==> config.mk <==
export PLATFORM = sky130hd
export DESIGN_NAME = rr_arbiter8
export DESIGN_NICKNAME = d
export VERILOG_FILES = /design/src/rtl/rr_arbiter8.sv
export SDC_FILE = /design/constraint.sdc
export NUM_CORES = 1
export LEC_CHECK = 0
export CORE_UTILIZATION = 61
export CTS_BUF_LIST = sky130_fd_sc_hd__clkbuf_4
export DETAILED_ROUTE_END_ITERATION = 8
export GPL_TIMING_DRIVEN = 0
export MAX_ROUTING_LAYER = met4
export PLACE_DENSITY_LB_ADDON = 0.25
export RECOVER_POWER = 25
export SYNTH_ARGS = -nofsm -noshare
export SYNTH_HDL_FRONTEND = slang
export SYNTH_SLANG_ARGS = --single-unit
==> constraint.sdc <==
create_clock -name clk -period 5.1 [get_ports clk]
set_clock_uncertainty 0.2 [all_clocks]
set_input_delay 0.51 -clock clk [delete_from_list [all_inputs] [get_ports clk]]
set_output_delay 0.51 -clock clk [all_outputs]
set_load 0.05 [all_outputs]
==> src/rtl/rr_arbiter8.sv <==
// rr_arbiter8: round-robin arbiter with grant lock while the owner holds req,
// plus an optional hold timeout that forces a release after MAX_HOLD cycles.
module rr_arbiter8 #(
  parameter int N        = 8,
  parameter int IDXW     = 3,
  parameter int MAX_HOLD = 16,
  parameter int CNTW     = 5
) (
  input  logic            clk,
  input  logic            rst,
  input  logic [N-1:0]    req,
  output logic [N-1:0]    grant_oh,
  output logic [IDXW-1:0] grant_idx,
  output logic            grant_valid,
  output logic            timeout,
  output logic [IDXW-1:0] ptr_out
);
  typedef enum logic {IDLE, GRANT} state_t;
  state_t          state_q;
  logic [N-1:0]    grant_oh_q;
  logic [IDXW-1:0] grant_idx_q, ptr_q, ptr_d, win, j;
  logic [CNTW-1:0] hold_cnt_q;
  logic            grant_valid_q, timeout_q, lim, rel;
  // Scan downward so the requester closest above ptr is written last and wins.
  always_comb begin
    win = '0;
    j = '0;
    for (int k = N - 1; k >= 0; k--) begin
      j = IDXW'((int'(ptr_q) + k) % N);
      if (req[j]) win = j;
    end
  end
  assign lim   = (MAX_HOLD != 0) && (hold_cnt_q == CNTW'(MAX_HOLD));
  assign rel   = !req[grant_idx_q] || lim;
  assign ptr_d = (grant_idx_q == IDXW'(N - 1)) ? '0 : grant_idx_q + 1'b1;
  always_ff @(posedge clk) begin
    if (rst) begin
      state_q       <= IDLE;
      grant_oh_q    <= '0;
      grant_idx_q   <= '0;
      grant_valid_q <= 1'b0;
      timeout_q     <= 1'b0;
      ptr_q         <= '0;
      hold_cnt_q    <= '0;
    end else if (state_q == IDLE) begin
      timeout_q <= 1'b0;
      if (|req) begin
        grant_oh_q    <= {{(N-1){1'b0}}, 1'b1} << win;
        grant_idx_q   <= win;
        grant_valid_q <= 1'b1;
        hold_cnt_q    <= CNTW'(1);
        state_q       <= GRANT;
      end
    end else if (rel) begin
      grant_oh_q    <= '0;
      grant_valid_q <= 1'b0;
      timeout_q     <= lim && req[grant_idx_q];
      ptr_q         <= ptr_d;
      state_q       <= IDLE;
    end else begin
      hold_cnt_q <= hold_cnt_q + 1'b1;
    end
  end
  assign grant_oh    = grant_oh_q;
  assign grant_idx   = grant_idx_q;
  assign grant_valid = grant_valid_q;
  assign timeout     = timeout_q;
  assign ptr_out     = ptr_q;
endmodule

==> results.yml <==
# physical design summary
final_layout:
  final_cell_mix: "dfxtp_1, nand2_1, nor2_1, o21ai_0, clkdlybuf4s50_1"
  nNonClkInverters: 10
  nClkBuffers: 3
  layout-drive-gt1-share_pct: 14.7
  logic_area_sq_um: 1270
  seq_cells: 22
  nonClkBufAreaFrac_pct: 14.5
  comb_area_share_pct: 59.9
  largest_reg_flops: 8
  diodes: 0
  final_area_sq_um: 2130
  biggestCellCategory: "logic gates"
drt:
  first_pass_iters: 4
  ant_nets: 0
  wirelength_met1_um: 1980
  drt_iter0_drc: 108
  wirelength_um: 4640
  routed-wl-met2_um: 2210
  vias: 1766
min_path:
  holdPathStages: 2
  worstHoldStart: "grant_oh[2]$_SDFFE_PP0P_"
  holdPathEnd: "grant_oh[2]$_SDFFE_PP0P_"
critical_path:
  path_class: "register to register"
  reg2reg_from: "ptr_out[0]$_SDFFE_PP0P_"
  crit_cells: 13
  worstSetupEndpoint: "grant_oh[6]$_SDFFE_PP0P_"
  cp.buffers_inverters: 5
  max_stage_delay_ns: 0.41
  r2r_slack_ns: 1.22
  cp_data_required_time_ns: 5.13
  startpoint: "ptr_out[0]$_SDFFE_PP0P_"
  end_kind: "register"
  reg2regPathDepth: 13
  worstPathCellList: "buf_6, buf_2, clkbuf_1, inv_1, ha_1, buf_4, mux2_2, nor3b_1, a211oi_1, a311o_1, a21oi_1, o21ai_1, o31ai_1"
synth:
  ys.flops: 22
  ys_seq_share_pct: 24.3
  synthesis.nets: 219
  ys_warn_count: 0
  netlist_instances: 203
  enable_flop_cells: 0
  top_cells_by_count: "dfxtp_1, nand2_1, nor2_1"
  synth-async-reset-ratio_pct: 0
  most_common_cell: "dfxtp_1"
  ys_sh_adder_pct: 4.15
  ys_sh_xor_pct: 3.46
  area_leaders: "dfxtp_1, mux4_2, mux2_2, o21ai_0, ha_1"
  ys_sh_aoi_pct: 23.0
  synth.top_cell.area_share_pct: 24.3
  ys_cells: 203
timing:
  max_freq_ghz: 0.258
  worst_pin_slew_ns: 0.762
  setup_ws_ns: 1.22
  finalClockPeriodUsage_pct: 76.0
  slew_headroom_pct: 49.2
  whs_ns: 0.264
  period_needed_ns: 3.88
  setup_viol: 0
die:
  initial_utilization_pct: 65.1
  std_cell_rows: 19
  ioPinCount: 26
  taps: 31
  dieWidth_um: 56.5
global_route:
  met3_usage_pct: 4.84
  grt_pass1_wl_um: 7820
  grt_max_degree: 13
  grt_overflow: 0
  grt_use_met2_pct: 50.8
run_status:
  status: "complete, no violations"
cts:
  cts_tree: "built"
  hold_buffers: 0
  post-cts-setup-buffers: 0
  clkTransAtPathRegs_ns: 0.11
place:
  placed_cell_area_sq_um: 2100
  numPortBuffers: 25
  gp_congestion: 0.938
flow_run:
  drv_cap: 0
power:
  power_frac_seq_pct: 29.4
  leakage_nw: 0.783
  powerComb_mw: 0.429
**PDN straps and rails**

Scale bar: 20 um. Pins as bars on the die edge. Tap cells in gray.
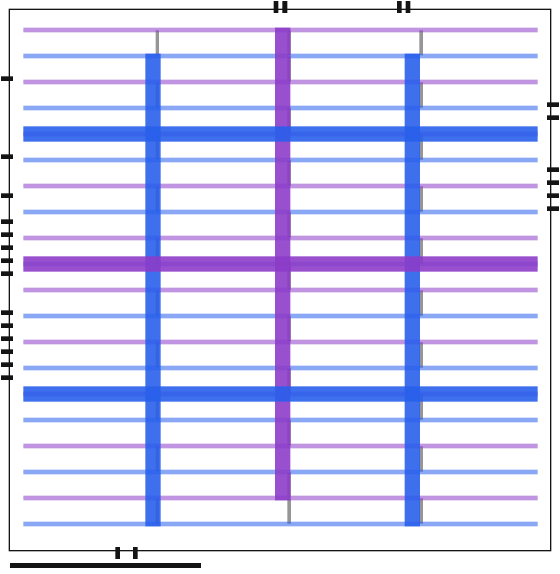
VSS: in blue. VDD: in purple.
26 signal pins sit on the boundary. 20 met1 rails follow the rows. 3 straps on met5.
Core Box Area: 2780 sq um
Die H: 56.5 um
maximum VDD drop: 341 uV

**Placement by cell class**

Scale bar: 20 um.
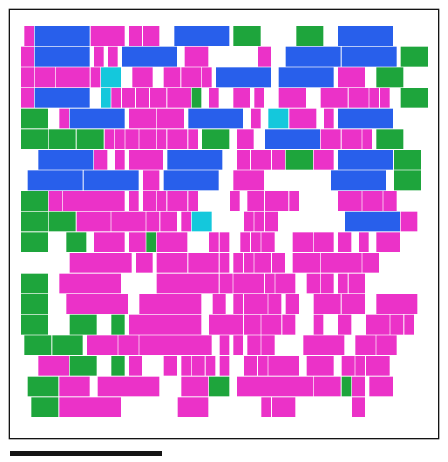
registers: in blue, cells 22, share of their area 21%. clock drivers and dummy loads: in cyan, cells 4, share of their area 1.3%. remaining buffers and delay cells: in green, cells 34, share of their area 15%. remaining logic cells: in magenta, cells 172, share of their area 63%.
Layout Utilization: 76.4%
sequential cell area share: 20.7%

**Clock wires, drivers and flops**

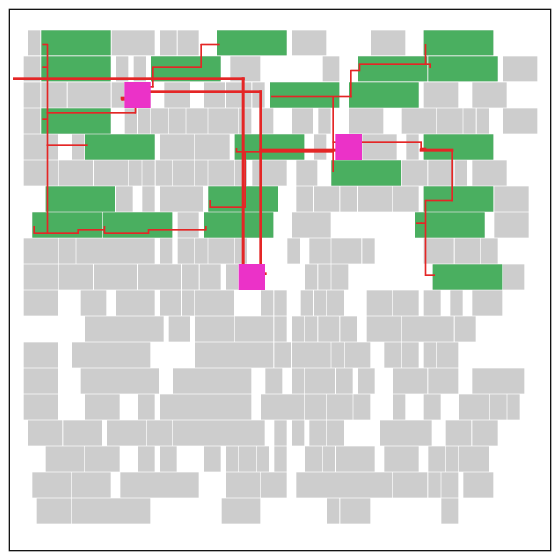
clock-net drivers: in magenta, count 3. flip-flops: in green, count 22. clock wires: in red, length 242 um.
There are 4 routed clock nets.
Clk power: 0.0798 mW
Clock Power Share: 11.1%
Latency at later pin: 0.31 ns

Power is estimated from default activity; no workload was simulated.
